[config.mk]
export PLATFORM = sky130hd
export DESIGN_NAME = instruction_fetch_flat
export DESIGN_NICKNAME = d
export VERILOG_FILES = /design/src/rtl/instruction_fetch_if.sv /design/src/rtl/instruction_fetch.sv /design/src/flat_wrapper.sv
export SDC_FILE = /design/constraint.sdc
export NUM_CORES = 1
export LEC_CHECK = 0
export ABC_AREA = 1
export CORE_ASPECT_RATIO = 0.5
export CORE_MARGIN = 1.5
export CORE_UTILIZATION = 30
export DETAILED_ROUTE_END_ITERATION = 8
export PLACE_DENSITY = 0.59
export SKIP_CTS_REPAIR_TIMING = 1
export SLEW_MARGIN = 20
export SYNTH_ARGS = -nofsm -noshare
export SYNTH_HDL_FRONTEND = slang
export SYNTH_SLANG_ARGS = --single-unit
[constraint.sdc]
create_clock -name clk -period 1.3 [get_ports clk]
set_input_delay 0.13 -clock clk [delete_from_list [all_inputs] [get_ports clk]]
set_output_delay 0.13 -clock clk [all_outputs]
set_load 0.1 [all_outputs]
[src/rtl/instruction_fetch_if.sv]
// Bus bundle for the fetch stage: instruction-memory req/gnt/rvalid channel
// plus the valid/ready hand-off toward decode.
interface instruction_fetch_if #(
    parameter int BITS = 32,
    parameter int IW   = 32
);
    logic            imem_req;
    logic [BITS-1:0] imem_addr;
    logic            imem_gnt;
    logic            imem_rvalid;
    logic [IW-1:0]   imem_rdata;
    logic            if_valid;
    logic [IW-1:0]   if_instr;
    logic [BITS-1:0] if_pc;
    logic            id_ready;

    // master is the fetch stage itself; slave is the memory/decode side
    modport master (
        output imem_req, imem_addr, if_valid, if_instr, if_pc,
        input  imem_gnt, imem_rvalid, imem_rdata, id_ready
    );

    modport slave (
        input  imem_req, imem_addr, if_valid, if_instr, if_pc,
        output imem_gnt, imem_rvalid, imem_rdata, id_ready
    );
endinterface

[src/rtl/instruction_fetch.sv]
// Fetch stage: one outstanding imem request, holds the returned word for decode,
// stalls the PC until a fetch is granted, and drops wrong-path responses on flush.
module instruction_fetch #(
    parameter int BITS = 32,
    parameter int IW   = 32
) (
    input  logic                   clk,
    input  logic                   rstn,
    input  logic [BITS-1:0]        pc,
    input  logic                   flush,
    instruction_fetch_if.master    bus,
    output logic                   pc_stall,
    output logic                   misalign,
    output logic [31:0]            fetch_count
);

    typedef enum logic [1:0] {
        REQ  = 2'd0,
        WAIT = 2'd1,
        HOLD = 2'd2
    } state_t;

    state_t          state;
    logic [BITS-1:0] req_pc;
    logic            discard;
    logic            valid_q;
    logic [IW-1:0]   instr_q;
    logic [BITS-1:0] pc_q;

    assign bus.imem_req  = (state == REQ);
    assign bus.imem_addr = pc;
    assign bus.if_valid  = valid_q;
    assign bus.if_instr  = instr_q;
    assign bus.if_pc     = pc_q;

    // The PC only moves on a granted request or a redirect, so each PC is fetched once.
    assign pc_stall = !(flush || ((state == REQ) && bus.imem_gnt));

    always_ff @(posedge clk) begin
        if (!rstn) begin
            state       <= REQ;
            req_pc      <= '0;
            discard     <= 1'b0;
            valid_q     <= 1'b0;
            instr_q     <= '0;
            pc_q        <= '0;
            misalign    <= 1'b0;
            fetch_count <= '0;
        end else begin
            case (state)
                REQ: begin
                    // A flush in the grant cycle still issues the old PC, but its response is dead.
                    if (bus.imem_gnt) begin
                        req_pc  <= pc;
                        discard <= flush;
                        if (pc[1:0] != 2'b00) begin
                            misalign <= 1'b1;
                        end
                        state <= WAIT;
                    end
                end
                WAIT: begin
                    if (bus.imem_rvalid) begin
                        if (discard || flush) begin
                            discard <= 1'b0;
                            state   <= REQ;
                        end else begin
                            instr_q <= bus.imem_rdata;
                            pc_q    <= req_pc;
                            valid_q <= 1'b1;
                            state   <= HOLD;
                        end
                    end else if (flush) begin
                        discard <= 1'b1;
                    end
                end
                HOLD: begin
                    if (flush) begin
                        valid_q <= 1'b0;
                        state   <= REQ;
                    end else if (bus.id_ready) begin
                        fetch_count <= fetch_count + 32'd1;
                        valid_q     <= 1'b0;
                        state       <= REQ;
                    end
                end
                default: begin
                    state <= REQ;
                end
            endcase
        end
    end

endmodule

[src/flat_wrapper.sv]
// flat-port wrapper written by rule: the top's interface ports become plain ports
module instruction_fetch_flat 
#(
    parameter int BITS = 32,
    parameter int IW   = 32
)
  (clk, rstn, pc, flush, pc_stall, misalign, fetch_count, bus_imem_req, bus_imem_addr, bus_if_valid, bus_if_instr, bus_if_pc, bus_imem_gnt, bus_imem_rvalid, bus_imem_rdata, bus_id_ready);
  instruction_fetch_if #(.BITS(BITS), .IW(IW)) bus_i ();
  input  logic clk;
  input  logic rstn;
  input  logic [BITS-1:0] pc;
  input  logic flush;
  output logic pc_stall;
  output logic misalign;
  output logic [31:0] fetch_count;
  output wire logic [$bits(bus_i.imem_req)-1:0] bus_imem_req;
  output wire logic [$bits(bus_i.imem_addr)-1:0] bus_imem_addr;
  output wire logic [$bits(bus_i.if_valid)-1:0] bus_if_valid;
  output wire logic [$bits(bus_i.if_instr)-1:0] bus_if_instr;
  output wire logic [$bits(bus_i.if_pc)-1:0] bus_if_pc;
  input wire logic [$bits(bus_i.imem_gnt)-1:0] bus_imem_gnt;
  input wire logic [$bits(bus_i.imem_rvalid)-1:0] bus_imem_rvalid;
  input wire logic [$bits(bus_i.imem_rdata)-1:0] bus_imem_rdata;
  input wire logic [$bits(bus_i.id_ready)-1:0] bus_id_ready;
  assign bus_imem_req = bus_i.imem_req;
  assign bus_imem_addr = bus_i.imem_addr;
  assign bus_if_valid = bus_i.if_valid;
  assign bus_if_instr = bus_i.if_instr;
  assign bus_if_pc = bus_i.if_pc;
  assign bus_i.imem_gnt = bus_imem_gnt;
  assign bus_i.imem_rvalid = bus_imem_rvalid;
  assign bus_i.imem_rdata = bus_imem_rdata;
  assign bus_i.id_ready = bus_id_ready;
  instruction_fetch #(.BITS(BITS), .IW(IW)) u_core (.clk(clk), .rstn(rstn), .pc(pc), .flush(flush), .bus(bus_i), .pc_stall(pc_stall), .misalign(misalign), .fetch_count(fetch_count));
endmodule
### Signal wires by layer

Scale bar: 50 um. Two of the layers only.
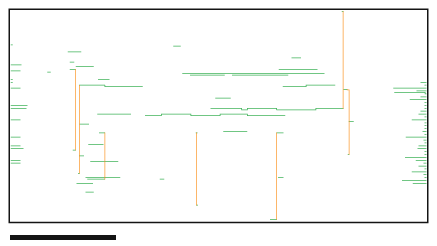
legend:
  metal 4:
    colour: orange
    wire_length: 253 um
  metal 3:
    colour: green
    wire_length: 653 um
via count: 5623
DR WL/cell: 14.2 um

### Routed clock nets over the placement

Scale bar: 50 um.
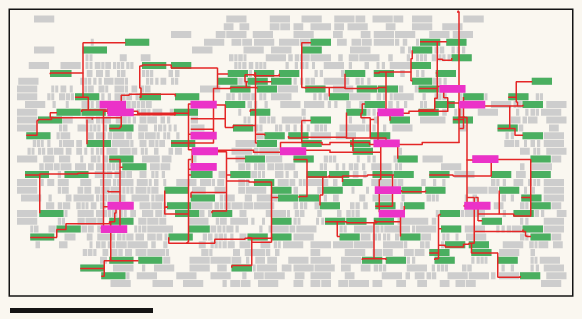
legend:
  clock wires:
    colour: red
    length: 1850 um
  flip-flops:
    colour: green
    count: 133
  clock drivers:
    colour: magenta
    count: 17
routed clock nets: 18

### Clock routing

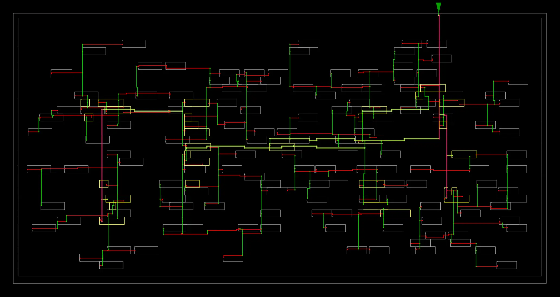
total CTS buffers: 17
clock skew: 0.00784 ns

### Placement by cell class

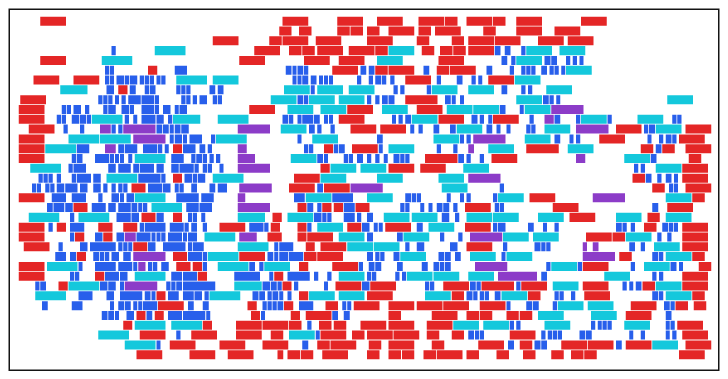
legend:
  other buffers and delay cells:
    colour: red
    cells: 260
    share_of_their_area: 39%
  flops:
    colour: cyan
    cells: 133
    share_of_their_area: 27%
  clock drivers and dummy loads:
    colour: purple
    cells: 31
    share_of_their_area: 5.4%
  combinational and other logic:
    colour: blue
    cells: 576
    share_of_their_area: 29%

### Floorplan with the power grid

Scale bar: 50 um. Pins as bars on the die edge. Tap cells in grey.
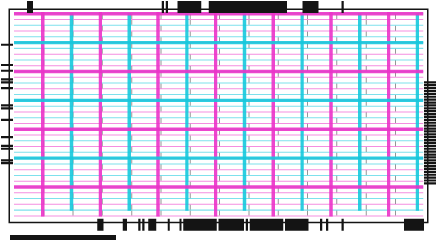
legend:
  VSS:
    colour: magenta
  VDD:
    colour: cyan
tap cells: 240
rows: 35
met1 rails: 36
met5 straps: 7
signal pins: 202
Die Ht: 99.7 um
core footprint: 18300 um^2
Die Wd: 196 um
maximum VDD drop: 0.000919 V

[layer usage]
metal / part of all wire / track usage
met3: 0.037 / 0.0309
met4: 0.014 / 0.0580
met1: 0.44 / 0.209
met2: 0.51 / 0.301
met5: 0 / 0
[worst register-to-register path, delay by kind of cell (launching register included)]
family                 cells  cell delay [ns]
DFF                        1             0.36
buffers and inverters      4             0.56
and+or+nand+nor            4             0.43
[worst paths after layout]
kind,from,endpoint,slack (ns),depth (start not counted)
worst max-delay path,u_core.state[1],pc_stall,-0.16,6
worst max register to register,u_core.state[1],u_core.bus.if_pc[27],-0.12,8
worst min-delay path,rstn,u_core.fetch_count[0],0.25,4
worst min register to register,u_core.discard,u_core.discard,0.47,2
[final cells by class]
class                      count  area, um^2
sequential                   133        2780
tap                          240         300
multi-input combinational    522        2760
fill                        1575        7740
inverter                      54         228
clock inverter                11         101
clock buffer                  20         457
timing repair buffer         260        3980
[kinds of logic after synthesis]
kind of cell / count (synthesis) / synth area share
flip-flops: 133 / 0.475
AND-OR/OR-AND: 130 / 0.118
adder cells (fa/ha/maj): 1 / 0.00223
AND/OR/NAND/NOR: 389 / 0.297
buffers and inverters: 120 / 0.106
XOR/XNOR: 1 / 0.00156
[metrics by stage]
| step | instances | hold WS [ns] |
|---|---|---|
| 5_1_grt | 1240 | 0.257 |
| 4_1_cts | 1217 | 0.221 |
| 3_3_place_gp | 1186 | 0.449 |
| 6_report | 1240 | 0.250 |
| 2_1_floorplan | 774 | 0.278 |
| 3_5_place_dp | 1186 | 0.457 |
[power by group through the flow]
stage               Clock [uW]  Combinational, uW  Sequential, uW
floorplan                    0                900            4890
global placement             0               2320            4390
CTS                       4700               2330            4300
detailed placement           0               2330            4390
global route              4880               2520            4330
finish                    4570               2410            4310
==> impl_metrics.toml <==
# flow metrics
[critical_path]
end_kind = "primary output"
crit_top_cell = "nor2_4"
start_kind = "register"
path_buffers = 3

[layout]
final_core_util = 0.578
layout.cells.most_common_list = "nor2_1, buf_12, dfxtp_1"
layout_top_cell = "nor2_1"
diodes = 0
stdcell_area_um2 = 10600

[status]
violations = "negative setup slack"
outcome = "complete, but fails checks"

[clock_tree]
clkSlewWorstSetupHoldPaths_ns = 0.06
cts_tree = "built"
cts_max_level = 4
cts_sinks = 133

[synth]
synth_top_cell_by_area = "dfxtp_1"
edf_count = 0
ys_cells = 774
ys.flops = 133
synth_top_area_share = 0.475
top_cells_by_area = "dfxtp_1, nor2_1, o21ai_0"
yosys_warnings = 0
synth_nets = 845
flop_cell = "dfxtp_1"

[global_route]
antenna_found_initial = 0
first_global_vias = 5239
grt_usage = 0.170

[sta]
worst_slack_ns = -0.164
setup_viol_count_final = 85
tns_ns = -7.32
finalHoldViolations = 0
clock.fmax_mhz = 683
tightestPinTransition_ns = 0.537

[power]
share_comb_of_total_power = 0.214
p_sw_uw = 3440

[place]
pre_cts_ws_ns = -0.473
gp_congestion = 0.874

[drt]
drc = 0
final_antenna_net_count = 0

[floorplanning]
die_area_um2 = 19600
fp-row-count = 35
